### Floorplan with the power grid

Pins as bars on the die edge. Tap cells in gray.
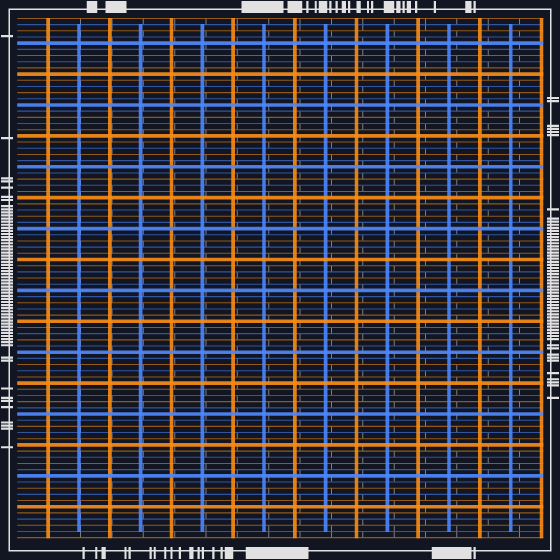
### Routed clock nets over the placement

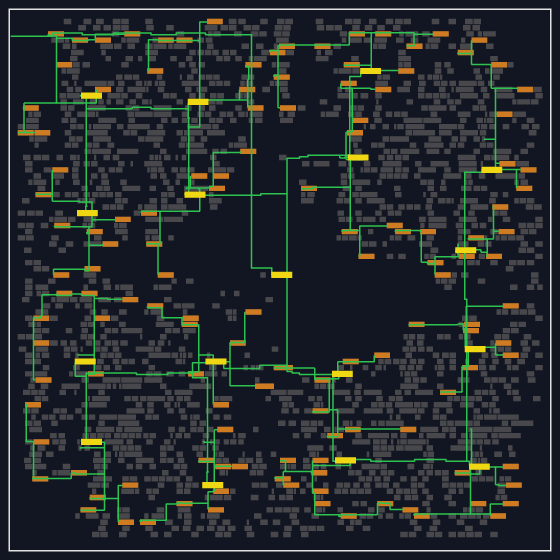
### Placement by RTL instance

Other cells in gray.
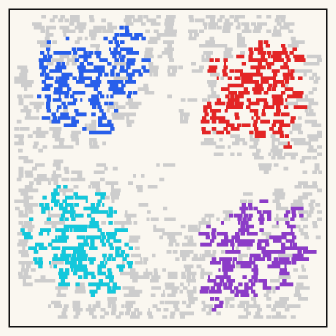
==> config.mk <==
export PLATFORM = sky130hd
export DESIGN_NAME = gf_mix_columns_unit
export DESIGN_NICKNAME = d
export VERILOG_FILES = /design/src/rtl/gf_mix_columns_unit_pkg.sv /design/src/rtl/gf_mix_column.sv /design/src/rtl/gf_mix_columns_unit.sv
export SDC_FILE = /design/constraint.sdc
export NUM_CORES = 1
export LEC_CHECK = 0
export CAP_MARGIN = 25
export CORE_MARGIN = 3
export CORE_UTILIZATION = 30
export CTS_BUF_LIST = sky130_fd_sc_hd__clkbuf_4 sky130_fd_sc_hd__clkbuf_8 sky130_fd_sc_hd__clkbuf_16
export CTS_CLUSTER_DIAMETER = 100
export DETAILED_ROUTE_END_ITERATION = 12
export PLACE_DENSITY_LB_ADDON = 0.15
export SLEW_MARGIN = 0
export SYNTH_ARGS = -nofsm -noshare
export SYNTH_HDL_FRONTEND = slang
export SYNTH_HIERARCHICAL = 1
export SYNTH_SLANG_ARGS = --single-unit
==> constraint.sdc <==
create_clock -name clk -period 3.9 [get_ports clk]
set_input_delay 0.78 -clock clk [delete_from_list [all_inputs] [get_ports clk]]
set_output_delay 0.78 -clock clk [all_outputs]
set_load 0.03 [all_outputs]
==> src/rtl/gf_mix_columns_unit_pkg.sv <==
// GF(2^8) helpers and shared types for the AES MixColumns / InvMixColumns unit.
// Constant multipliers are built only from reduced xtime chains and XOR.
package gf_pkg;

  localparam logic [7:0] GF_POLY = 8'h1B;

  typedef logic [7:0]   gf_byte_t;
  typedef logic [31:0]  gf_col_t;
  typedef logic [127:0] aes_state_t;

  typedef enum logic [1:0] {IDLE, BUSY, DONE} mix_fsm_t;

  function automatic gf_byte_t xtime(gf_byte_t a, gf_byte_t poly);
    return {a[6:0], 1'b0} ^ (a[7] ? poly : 8'h00);
  endfunction

  function automatic gf_byte_t gf_mul_const(gf_byte_t a, logic [3:0] k,
                                            gf_byte_t poly = GF_POLY);
    gf_byte_t x1;
    gf_byte_t x2;
    gf_byte_t x3;
    x1 = xtime(a, poly);
    x2 = xtime(x1, poly);
    x3 = xtime(x2, poly);
    case (k)
      4'd1:    return a;
      4'd2:    return x1;
      4'd3:    return x1 ^ a;
      4'd9:    return x3 ^ a;
      4'd11:   return x3 ^ x1 ^ a;
      4'd13:   return x3 ^ x2 ^ a;
      4'd14:   return x3 ^ x2 ^ x1;
      default: return '0;
    endcase
  endfunction

endpackage

==> src/rtl/gf_mix_column.sv <==
// Combinational single-column MixColumns (inverse=0) or InvMixColumns (inverse=1).
// Byte a0 sits in col_in[31:24]; each output row rotates the coefficient vector.
module gf_mix_column
  import gf_pkg::*;
#(
  parameter gf_byte_t POLY = GF_POLY
) (
  input  logic [31:0] col_in,
  input  logic        inverse,
  output logic [31:0] col_out
);

  gf_byte_t   a [4];
  gf_byte_t   b [4];
  logic [3:0] coef [4];

  always_comb begin
    for (int unsigned r = 0; r < 4; r++) begin
      a[r] = col_in[31 - 8*r -: 8];
    end
    if (inverse) begin
      coef[0] = 4'd14; coef[1] = 4'd11; coef[2] = 4'd13; coef[3] = 4'd9;
    end else begin
      coef[0] = 4'd2;  coef[1] = 4'd3;  coef[2] = 4'd1;  coef[3] = 4'd1;
    end
    for (int unsigned r = 0; r < 4; r++) begin
      b[r] = '0;
      for (int unsigned j = 0; j < 4; j++) begin
        b[r] ^= gf_mul_const(a[j], coef[(j + 4 - r) % 4], POLY);
      end
    end
    col_out = {b[0], b[1], b[2], b[3]};
  end

endmodule

==> src/rtl/gf_mix_columns_unit.sv <==
// Multi-cycle AES MixColumns / InvMixColumns engine: LANES columns per cycle,
// transformed in place in a working register, valid/ready on both sides.
module gf_mix_columns_unit
  import gf_pkg::*;
#(
  parameter int unsigned LANES = 4,
  parameter gf_byte_t    POLY  = GF_POLY
) (
  input  logic         clk,
  input  logic         rst,
  input  logic         in_valid,
  output logic         in_ready,
  input  logic [127:0] in_state,
  input  logic         in_inverse,
  output logic         out_valid,
  input  logic         out_ready,
  output logic [127:0] out_state,
  output logic         busy
);

  if (!(LANES == 1 || LANES == 2 || LANES == 4)) begin : g_bad_lanes
    $error("gf_mix_columns_unit: LANES must be 1, 2 or 4");
  end

  mix_fsm_t   state_q, state_d;
  logic [1:0] col_q;
  logic [2:0] col_sum;
  aes_state_t work_q, work_d;
  logic       mode_q;
  logic       out_valid_q;

  logic [1:0] lane_idx [LANES];
  gf_col_t    lane_in  [LANES];
  gf_col_t    lane_out [LANES];

  // Column c lives at bits [127-32c -: 32], i.e. base offset {~c, 5'b0}.
  always_comb begin
    for (int unsigned l = 0; l < LANES; l++) begin
      lane_idx[l] = col_q + 2'(l);
      lane_in[l]  = work_q[{~lane_idx[l], 5'd0} +: 32];
    end
  end

  for (genvar l = 0; l < LANES; l++) begin : g_lane
    gf_mix_column #(.POLY(POLY)) u_col (
      .col_in  (lane_in[l]),
      .inverse (mode_q),
      .col_out (lane_out[l])
    );
  end

  assign col_sum = {1'b0, col_q} + 3'(LANES);

  always_comb begin
    state_d = state_q;
    work_d  = work_q;
    unique case (state_q)
      IDLE: begin
        if (in_valid) begin
          state_d = BUSY;
          work_d  = in_state;
        end
      end
      BUSY: begin
        for (int unsigned l = 0; l < LANES; l++) begin
          work_d[{~lane_idx[l], 5'd0} +: 32] = lane_out[l];
        end
        if (col_sum == 3'd4) state_d = DONE;
      end
      DONE: begin
        if (out_ready) state_d = IDLE;
      end
      default: state_d = IDLE;
    endcase
  end

  always_ff @(posedge clk) begin
    if (rst) begin
      state_q     <= IDLE;
      col_q       <= '0;
      work_q      <= '0;
      mode_q      <= 1'b0;
      out_valid_q <= 1'b0;
    end else begin
      state_q     <= state_d;
      work_q      <= work_d;
      out_valid_q <= (state_d == DONE);
      if (state_q == IDLE && in_valid) begin
        mode_q <= in_inverse;
        col_q  <= '0;
      end else if (state_q == BUSY) begin
        col_q <= col_sum[1:0];
      end
    end
  end

  assign in_ready  = (state_q == IDLE) && !rst;
  assign busy      = (state_q != IDLE);
  assign out_valid = out_valid_q;
  assign out_state = work_q;

endmodule

==> Slide: Implementation Results <==
Key Metrics from the Run

Finish
  • Clock buf count: 20
  • Top Layout Cells: 478 x xnor2_1, 262 x clkdlybuf4s50_1, 132 x xor2_1
  • P&R area growth vs syn: 22.2%
  • Non-clock buffer share: 15.1%
  • Final std cells w/o fill: between 2000 and 2500
  • Logic share of the area: between 60% and 70%
  • Fin nets: around 1800
  • Multi-input gates: 1229
  • Gate Area: approximately 13000 um2
  • Fillcell total: roughly 5300
  • Largest register FFs: 128
  • Layout Utilization: between 30% and 40%
  • Biggest Area Class: logic gates
  • Design Area, Final: between 15000 and 20000 um2
  • Signal buffers: 300
  • Commonest Layout Cell: xnor2_1
  • Clock-cell share of area: around 3.0%

Routing
  • ANT nets after route: 0
  • Max Used Layer: met5
  • Routed wire length: roughly 54000 um
  • Total vias in the final route: 11346
  • Met1 Wirelength: approximately 26000 um
  • WL per Instance: approximately 22 um
  • # DRC: 0
  • WL met3: roughly 2100 um
  • Vias per cell: roughly 4.7
  • Drt first-iter violations: ~530

Global route
  • First-pass GRT wire length: about 82000 um
  • GRT Util Overall: 19.2%
  • Met1 track demand over resource: 26.7%
  • Pin count of the biggest net entering global routing: 67
  • GRT met2 Usage: a little over 30%
  • Initial antenna violation count: 3
  • Met3 Usage GRT: 3.23%
  • Gr busiest metal: met2
  • Vias in the first global route: 11953
  • Grt total ovfl: 0

Clock network
  • Late-Pin Clk Latency: about 0.5 ns
  • Setup bufs post-CTS: 0
  • CTS tree: done
  • CTS resizes: 0
  • Clk root buf: clkbuf_16
  • Hold-fix buffers, CTS: 0
  • Clk sinks: approximately 130
  • H-tree depth: 4
  • CTS Buf Count: 17
  • Reg clk slew, reported paths: 0.06 ns

Yosys
  • Yosys Chip Area: 16100 um2
  • Synth cell types: 38
  • Synth Seq Share: 16.4%
  • Syn Inst Count: 1527
  • Mean area per synthesized cell: 10.5 um2
  • Synth Cell Area: 16100 um2
  • Mux frac, synth: 7.73%
  • Yosys stat cell total: 1527
  • Top cells, area: xnor2_1 26%, dfxtp_1 16%, xnor3_1 11%, o32ai_2 8.1%, mux2i_1 7.6%
  • Count of library flops with an enable pin: 0
  • Asr flop ratio synth: 0%
  • Synth warnings: 6
  • Yosys top cell by instances: xnor2_1
  • Area fraction in full adders, half adders and majority gates: 0%
  • Top logic family: XOR/XNOR gates
  • Synthesized Nets: about 1700
  • Top cells by count, synth: 478 x xnor2_1, 132 x dfxtp_1, 132 x xor2_1
  • Compound Share, Synth: between 10% and 20%
  • XOR Share, Synth: about 50%
  • Top-area cell share: roughly a quarter
  • Top_reg_cell synth: dfxtp_1

Power and ir drop
  • Cell Int Power: 7.42 mW
  • Logic power comb: approximately 8.9 mW
  • Max power group: combinational cells
  • NetSw: ~5.4 mW
  • Worst vdd ir: roughly 0.35 mV
  • Pwr Total: around 13 mW
  • Register share of total power: approximately 17%
  • Clock power frac: 13.7%
  • Sw frac: between 40% and 50%
  • Leakage: about 6.9 nW
  • Gate power share: 69.6%
  • Sequential group power: 2.13 mW
  • Cell Pwr Density: between 600 and 700 nW/um2

Min path
  • HP Class: reg -> reg
  • Worst Hold Depth: 2
  • Hold endpoint: out_state[55]

Critical path
  • CP Cell Sequence: xnor3_1, xor2_1, xor3_1, nand2_1, xor2_1, nor3b_1, a2111oi_0
  • Critical Path Start: out_state[86]
  • Crit path kind: reg -> reg
  • Flop2flop setup slack: around 0.97 ns
  • Crit path max-delay family: XOR/XNOR gates
  • Crit start category: register
  • Cell depth of the worst setup path: 7
  • CP max-delay cell: dfxtp_1
  • R2R Path End: out_state[92]
  • Crit path capture: out_state[92]
  • Most used cell, CP: xor2_1
  • Worst Path Arrival: between 3 and 4 ns
  • Crit path buf inv count: 0
  • Worst stage delay on the critical path: between 0.6 and 0.7 ns
  • Max FO, Critical Path: 9
  • Worst Path Required: between 4 and 5 ns

Place
  • Detailed Place HPWL: between 30000 and 40000 um
  • Placed cell count: approximately 2400
  • RePlAce Congestion: 0.832
  • IO Port Bufs: 263
  • Dpl cell area: roughly 19000 um2

Final timing
  • Final hold vios: 0
  • Worst slew pin tran: between 0.9 and 1 ns
  • Max-slew violations: 0
  • WHS: roughly 0.53 ns
  • RSZ-0062 raised after global routing: false
  • Final WS setup: about 0.97 ns
  • Setup TNS: 0 ns
  • Final setup vio count: 0
  • Fin crit share: about 75%
  • Rel. slew slack: about 38%
  • Min Clock Period, post-route: between 2 and 3 ns
  • Worst Skew: a little under 0.007 ns

Outcome
  • Status: finished clean

Floorplan
  • Die W: around 240 um
  • Fp_density: between 30% and 40%
  • Ports: roughly 260
  • Core box area: between 50000 and 60000 um2
  • Die Ht: about 240 um

Flow run
  • Max Cap Violations: 0
  • OpenROAD warning count: 26
-- 'Floorplan with the power grid' (at the start) --
VDD -> blue
VSS -> orange
met1 rails = 85
rows = 84
met5 straps = 16

-- 'Routed clock nets over the placement' (at the start) --
flip-flops -> orange  # count 132
clock wires -> green  # length 3080 um
clock drivers -> yellow  # count 17
flops lie = spread over the die

-- 'Placement by RTL instance' (at the start) --
g_lane[2].u_col -> blue  # cells 213, where upper left
g_lane[0].u_col -> purple  # cells 211, where lower right
g_lane[1].u_col -> cyan  # cells 214, where lower left
g_lane[3].u_col -> red  # cells 200, where upper right
not colored = 871

Power figures rest on the tool's default switching activity, not on a simulated workload.
